**Run 1: cells coloured by class**

Scale bar: 20 microns.
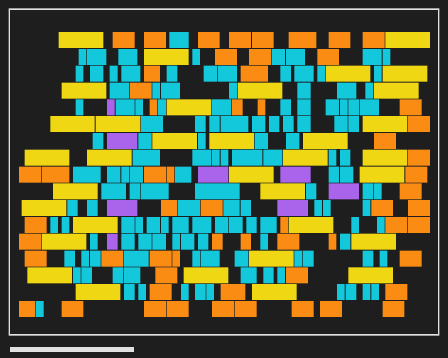
**Run 1: sequential cells coloured by netlist name**

Scale bar: 20 microns.
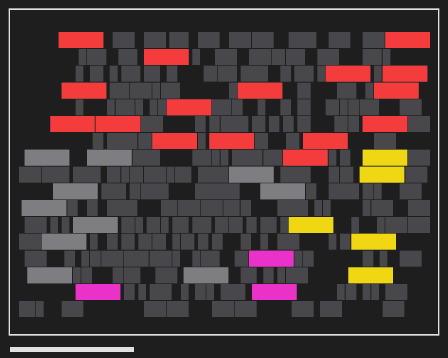
**Run 1: track usage over the die**

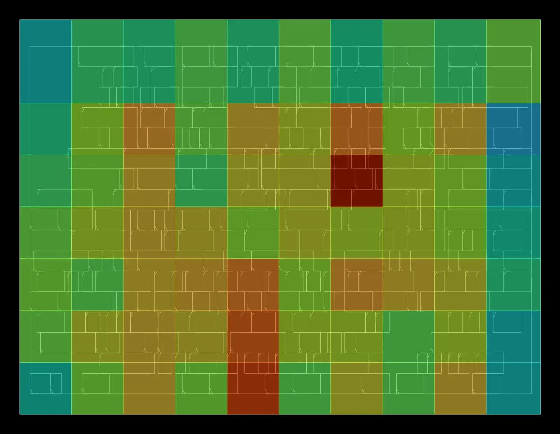
Design instr_decode_stage, sky130hd; sources not shown.
==> Slide: Implementation Results, run 1 <==
Synthesis and Place & Route Summary

Status
  • Outcome: completed

Drt
  • Post-route antenna net violation count: 0
  • Drc violations: 0
  • DR vias/cell: 5.077
  • Met2 wire length: 1395 microns
  • Final wirelength: 3344 microns
  • Routed length on met3: 174 microns
  • Via Count: 1386
  • DR pass1 iterations: 4
  • WL met1: 1753 microns
  • DRT iter0 DRCs: 47
  • Max Used Layer: met4

Synth
  • Synth top cell by count: dfxtp_1
  • Distinct lib cells: 32
  • Asr flop ratio synth: 0%
  • Leading area contributor after synthesis: dfxtp_1
  • Fa+ha+maj area frac: 3.273%
  • Area share, top type: 44.52%
  • Post-Synthesis Net Count: 197
  • Flip-flops with a built-in enable: 0
  • Basic Gates by Area: 27.17%
  • Syn Std Cell Area: 1529 sq um
  • Yosys reg bits: 34
  • Post-synthesis mux area share: 2.128%
  • Dominant flop cell: dfxtp_1
  • Logic family by area: simple AND/OR/NAND/NOR gates
  • YS warnings: 0
  • Yosys Instances: 179
  • Synth cell count leaders: dfxtp_1 (34), nand2_1 (27), a21oi_1 (21), nor2_1 (15), xor2_1 (11)
  • Synth Seq Share: 44.52%
  • Largest cells by area after synthesis: dfxtp_1 (45%), a21oi_1 (6.9%), nand2_1 (6.6%)
  • Yosys xor share: 6.874%
  • Post-synthesis cell count: 179
  • Compound Share, Synth: 10.56%
  • Yosys Chip Area: 1529 sq um

Global routing
  • Gr ovfl total: 0
  • Global-route wire length before repair: 5754 microns
  • Vias in the first global route: 1274
  • Largest net degree at the start of global routing: 11
  • Busiest grt layer: met2
  • Initial antenna violation count: 0

Placement
  • Dpl ws: -0.4992 ns
  • Port Buffer Count: 47
  • Gpl congestion: 0.7828
  • Detailed Place HPWL: 2568 microns

Finish
  • Clock buffer count: 7
  • Layout filler cell count: 255
  • Nonclk buf count: 59
  • Share of layout cells above drive strength 1: 7.234%
  • Combinational share of cell area: 35.88%
  • Clock network area share: 4.225%
  • Leading cell kind: combinational gates
  • Gate Area: 775.7 sq um
  • Ant. Diodes: 0
  • Area Growth Syn to Fin: 41.41%
  • Non-clock inverters: 3
  • Max reg flops: 16
  • NumNets Final: 252
  • Flop count: 34
  • Multi-input gates: 131
  • Non-clock buffering overhead: 24.94%

Pwr
  • PD cells: 728.8 nW/um^2
  • Combinational share of power: 27.1%
  • Reg power frac: 43.7%
  • Tot Pwr: 1576 uW
  • Int Power: 1093 uW
  • Leakage power: 0.0008348 uW
  • Maximum vdd drop: 0.0006021 V
  • Switch Pwr: 483.0 uW
  • Clock power share: 29.2%

Critical path
  • Worst R2R Setup Slack: 0.53 ns
  • Crit path DRT: 2.36 ns
  • Critical path class: input pin to flip-flop
  • Family with the most delay on the worst path: buffers and inverters
  • Crit-path max FO: 7
  • Worst setup EP type: flip-flop
  • Type of origin of the critical path: input pin
  • Reg2reg path depth: 5
  • Highest-delay cell along the critical path: clkdlybuf4s50_1
  • WP data arrival: 2.18 ns
  • Max stage delay on crit path: 0.51 ns
  • Critical path depth: 4
  • Critical Path, Cell by Cell: clkdlybuf4s50_1 -> or3_1 -> a222oi_1 -> mux2_1
  • Worst Path Buf+Inv: 1

Flow run
  • Max-cap viol count: 0
  • Stage-log warning count: 29

Clocking
  • Root buffer cell: clkbuf_8
  • Clk buf depth: 2
  • Clk sinks: 34
  • Worst-path clk slew: 0.07 ns
  • Cts hold-fix bufs: 0
  • Num CTS Buffers: 5
  • Insertion delay at the late pin of the worst-skew pair: 0.27 ns
  • TritonCTS clock tree: built
  • CTS H-tree depth: 2

STA
  • Final Slew Violations: 0
  • Clock skew: 0.002441 ns
  • Final min period: 2.021 ns
  • Worst setup margin: 0.1792 ns
  • Fmax: 0.4948 GHz
  • Post-layout period usage of the worst path: 91.86%
  • Final setup viols: 0
  • RSZ-0062 raised after global routing: true

Die
  • I/O pin count: 49
  • Fp_density: 49.57%
  • Die width: 69.31 microns
  • Die H: 52.48 microns

Hold path
  • Worst hold path depth: 2
  • Worst min path class: flip-flop to flip-flop
About 'cells coloured by class':
legend:
  cyan:
    class: combinational and other logic
    cells: 134
    share_of_their_area: 38%
  orange:
    class: other buffers and delay cells
    cells: 59
    share_of_their_area: 26%
  purple:
    class: clock drivers and dummy loads
    cells: 8
    share_of_their_area: 4.3%
  yellow:
    class: flops
    cells: 34
    share_of_their_area: 32%
FP Rows: 17
cell area after layout: 2162 sq um
Core Region: 3084 sq um
Core Util, Final: 70.10%

About 'sequential cells coloured by netlist name':
legend:
  magenta:
    netlist_name: `AluOp`
    flops: 3
  red:
    netlist_name: `InstCount`
    flops: 16
  yellow:
    netlist_name: `Operand`
    flops: 5
flop share of the area: 31.48%
Storage cell area: 680.7 sq um
sequential power: 689 uW

About 'track usage over the die':
GR Util met2: 30.26%
met1 usage: 28.22%
WL per Instance: 12.25 microns
met3 Use GR: 5.385%
Global Route Usage Sum: 20.11%

==> run 1: through the flow <==
| stage | hold slack [ns] | instances | instance area (sq um) | util, % | TNS, ns |
|---|---|---|---|---|---|
| global placement | 0.4409 | 264 | 2047 | 66.37 | -1.126 |
| global route | 0.4782 | 273 | 2162 | 70.10 | 0 |
| CTS | 0.4578 | 273 | 2153 | 69.82 | 0 |
| detailed placement | 0.4483 | 264 | 2047 | 66.37 | -1.197 |
| finish | 0.4563 | 273 | 2162 | 70.10 | 0 |
| floorplan | 0.4658 | 179 | 1529 | - | 0 |
==> run 1: layout by cell type, fill, tap and decap left out, types with 4 or more instances in the layout <==
cell / synthesis / routed
or3_1: 5 / 5
nand3_1: 7 / 7
nand2_1: 27 / 27
and3_1: 4 / 4
clkdlybuf4s50_1: 0 / 42
and4_1: 4 / 4
clkbuf_8: 0 / 6
dfxtp_1: 34 / 34
nor2_1: 15 / 15
nand4_1: 10 / 10
a21oi_1: 21 / 21
ha_1: 4 / 4
clkbuf_1: 6 / 7
xor2_1: 11 / 11
==> run 1: power groups by stage <==
| stage | Clock, uW | Sequential [uW] | Combinational, uW |
|---|---|---|---|
| CTS | 472 | 690 | 430 |
| global placement | 0 | 701 | 408 |
| finish | 460 | 689 | 427 |
| detailed placement | 0 | 702 | 413 |
| floorplan | 0 | 753 | 206 |
| global route | 499 | 696 | 467 |
==> run 1: tightest hold or removal path: cells and delay by family, from the launching register on <==
family	cells	cell delay [ns]
DFF	1	0.31
and+or+nand+nor	1	0.05
AOI/OAI and AO/OA	1	0.05
==> run 1: what timing repair did <==
item                                    in CTS  in global routing
buffers inserted                             1                  0
pin swaps                                    1                  1
hold endpoints to repair                     0                  0
endpoints found under the setup margin       2                  6
gates resized                                5                  4
==> run 1 -> run 2 <==
--- a/config.mk
+++ b/config.mk
@@ -5,14 +5,15 @@
 export SDC_FILE = /design/constraint.sdc
 export NUM_CORES = 1
 export LEC_CHECK = 0
-export CORE_ASPECT_RATIO = 0.75
-export CORE_UTILIZATION = 45
+export ABC_AREA = 1
+export CORE_ASPECT_RATIO = 0.9
+export CORE_UTILIZATION = 46
 export CTS_CLUSTER_DIAMETER = 150
 export CTS_CLUSTER_SIZE = 24
 export DETAILED_ROUTE_END_ITERATION = 10
 export GPL_TIMING_DRIVEN = 0
 export HOLD_SLACK_MARGIN = 0.12
-export PLACE_DENSITY = 0.8
+export PLACE_DENSITY = 0.81
 export SETUP_SLACK_MARGIN = 0.1
 export SLEW_MARGIN = 20
 export SYNTH_ARGS = -nofsm -noshare
==> run 2 against run 1 <==
Against the previous run:
- cell count increased by 17%
- global-route usage increased by 1.8 points
- register-to-register slack improved by 0.19 ns
- routed wire length increased by 10%
- highest routed layer unchanged
- sequential power about the same
==> Slide: Implementation Results, run 2 <==
Synthesis and Place & Route Summary

Placement
  • Gpl congestion: 0.8930 (+14%)
  • Port Buffer Count: 46 (-2.1%)
  • Dpl ws: -0.3528 ns (+0.1464 ns)

Global routing
  • Initial antenna violation count: 0 (unchanged)
  • Global-route wire length before repair: 6196 microns (+7.7%)
  • Global Route Usage Sum: 21.87% (+1.8 points)
  • Largest net degree at the start of global routing: 12 (+1)

Synth
  • Largest cells by area after synthesis: dfxtp_1 (43%), nand2_1 (13%), a21oi_1 (8.9%)
  • Asr flop ratio synth: 0% (unchanged)
  • Yosys Chip Area: 1583 sq um (+3.5%)
  • Leading area contributor after synthesis: dfxtp_1
  • YS warnings: 0 (unchanged)
  • Synth cell count leaders: nand2_1 (56), dfxtp_1 (34), a21oi_1 (28), inv_1 (27), nor2_1 (22)
  • Post-Synthesis Net Count: 241 (+22%)

Critical path
  • Crit path DRT: 1.65 ns (-0.71 ns)
  • Critical Path, Cell by Cell: clkdlybuf4s50_1
  • Family with the most delay on the worst path: buffers and inverters
  • Highest-delay cell along the critical path: clkdlybuf4s50_1

Flow run
  • Max-cap viol count: 0 (unchanged)
  • Stage-log warning count: 28 (-3.4%)

Finish
  • Share of layout cells above drive strength 1: 7.942% (+0.71 points)
  • Max reg flops: 16 (unchanged)
  • Ant. Diodes: 0 (unchanged)

Die
  • I/O pin count: 49 (unchanged)
  • Die width: 63.83 microns (-7.9%)
  • Fp_density: 50.06% (+0.49 points)

STA
  • Fmax: 0.5154 GHz (+4.2%)
  • Setup TNS: 0 ns (unchanged)
  • Post-layout period usage of the worst path: 88.19% (-3.7 points)
  • Final min period: 1.940 ns (-0.08077 ns)
  • Worst setup margin: 0.2599 ns (+0.08077 ns)
  • Final Slew Violations: 0 (unchanged)
  • RSZ-0062 raised after global routing: false

Hold path
  • Worst hold path depth: 2 (unchanged)

Pwr
  • Int Power: 1312 uW (+20%)
  • Switch Pwr: 538.5 uW (+11%)
  • PD cells: 825.7 nW/um^2 (+13%)
  • Maximum vdd drop: 0.0006036 V (+0.25%)

Drt
  • DR pass1 iterations: 5 (+1)
  • DR vias/cell: 5.003 (-1.5%)
  • Drc violations: 0 (unchanged)
  • WL per Instance: 11.54 microns (-5.8%)

Clocking
  • Root buffer cell: clkbuf_8
  • Clk sinks: 34 (unchanged)
  • Clk buf depth: 2 (unchanged)
  • Num CTS Buffers: 5 (unchanged)

Status
  • Outcome: completed
-- run 2: netlist changes by cell type after synthesis, sizes merged, moves of 4 or more --
cell and delta:
nand2 +30, xor2 -11, and3 -4, clkbuf -4, o21ai +7, and4 -4
a21oi +8, or3 -5, nand4 -4, nand3 +8, inv +25, nor2 +9
-- run 2: metal layers --
layer	vias to the layer above	wire length [microns]	global-route usage, %
met2	49	1615	34.65
met5	-	0	0
li1	822	-	-
met3	10	201	6.299
met4	0	66	9.416
met1	715	1799	27.94
-- run 2: power by group through the flow --
stage / Clock, uW / Sequential [uW] / Combinational (uW)
after floorplan: 0 / 764 / 222
after global placement: 0 / 703 / 434
after detailed placement: 0 / 704 / 440
after CTS: 724 / 691 / 439
after global routing: 755 / 697 / 476
final: 722 / 691 / 438
-- run 2: final cells by class --
class | count | area [sq um]
Inverter | 28 | 105.1
Tap cell | 42 | 52.55
Clock buffer | 6 | 82.58
Clock inverter | 2 | 60.06
Multi-Input combinational cell | 155 | 760.7
Fill cell | 270 | 920.9
Sequential cell | 34 | 680.7
Timing Repair Buffer | 46 | 462.9
Buffer | 6 | 36.28
-- run 2: stage by stage --
step	instances	power [uW]	utilization, %
CTS	319	1855	70.72
detailed placement	311	1144	66.28
finish	319	1850	70.87
global placement	311	1137	66.28
floorplan	223	986.6	-
global route	319	1928	70.87
-- run 2: cells by family after synthesis --
family | Yosys count | synth area share (%)
flops | 34 | 43.00
buf+inv | 34 | 8.933
simple gates | 107 | 30.28
other cells | 1 | 0.2369
fa+ha+maj | 4 | 3.162
compound gates | 43 | 14.39
-- run 2: repair_timing --
item	CTS	global route
resized	6	2
endpoints found under the setup margin	1	2
setup buffers	0	0
pin swaps	0	1
**Run 2: track usage over the die**

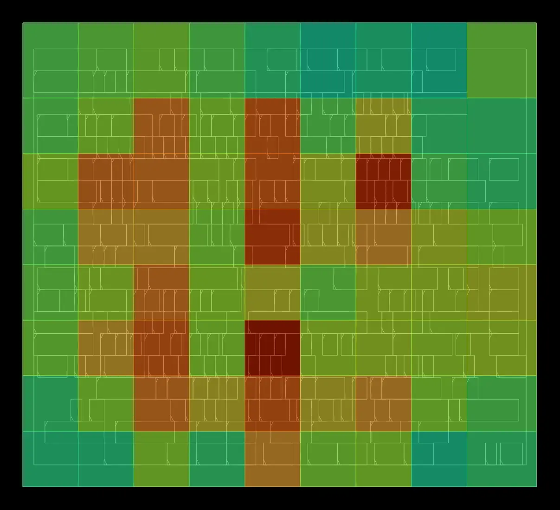
Core Util, Final: 70.87%
met1 usage: 27.94%

**Run 2: cells coloured by class**

Scale bar: 20 microns.
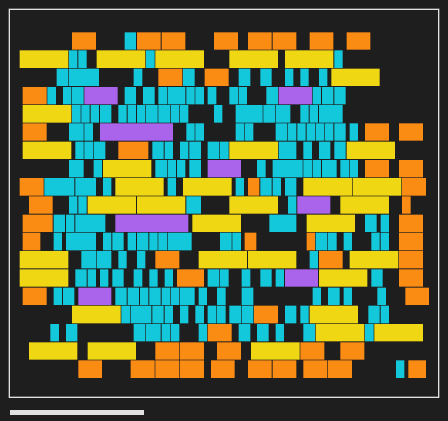
legend:
  orange:
    class: other buffers and delay cells
    cells: 52
    share_of_their_area: 23%
  cyan:
    class: combinational and other logic
    cells: 183
    share_of_their_area: 40%
  yellow:
    class: flops
    cells: 34
    share_of_their_area: 31%
  purple:
    class: clock drivers and dummy loads
    cells: 8
    share_of_their_area: 6.5%
FP Rows: 19
cell area after layout: 2241 sq um

**Run 2: logic cells by family**

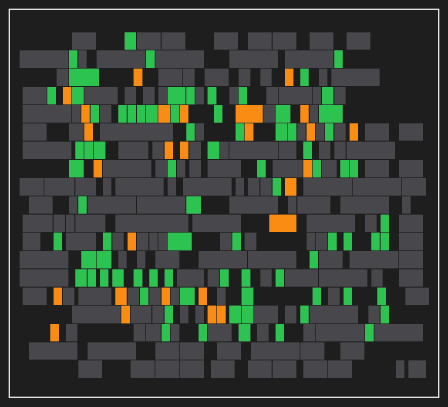
legend:
  orange:
    family: NOR gates
    cells: 27
  green:
    family: NAND gates
    cells: 79
combinational share of cell area: 33.95%
fin cells: 319
Top cell excl fill/tap: nand2_1

Power is estimated from default activity; no workload was simulated.
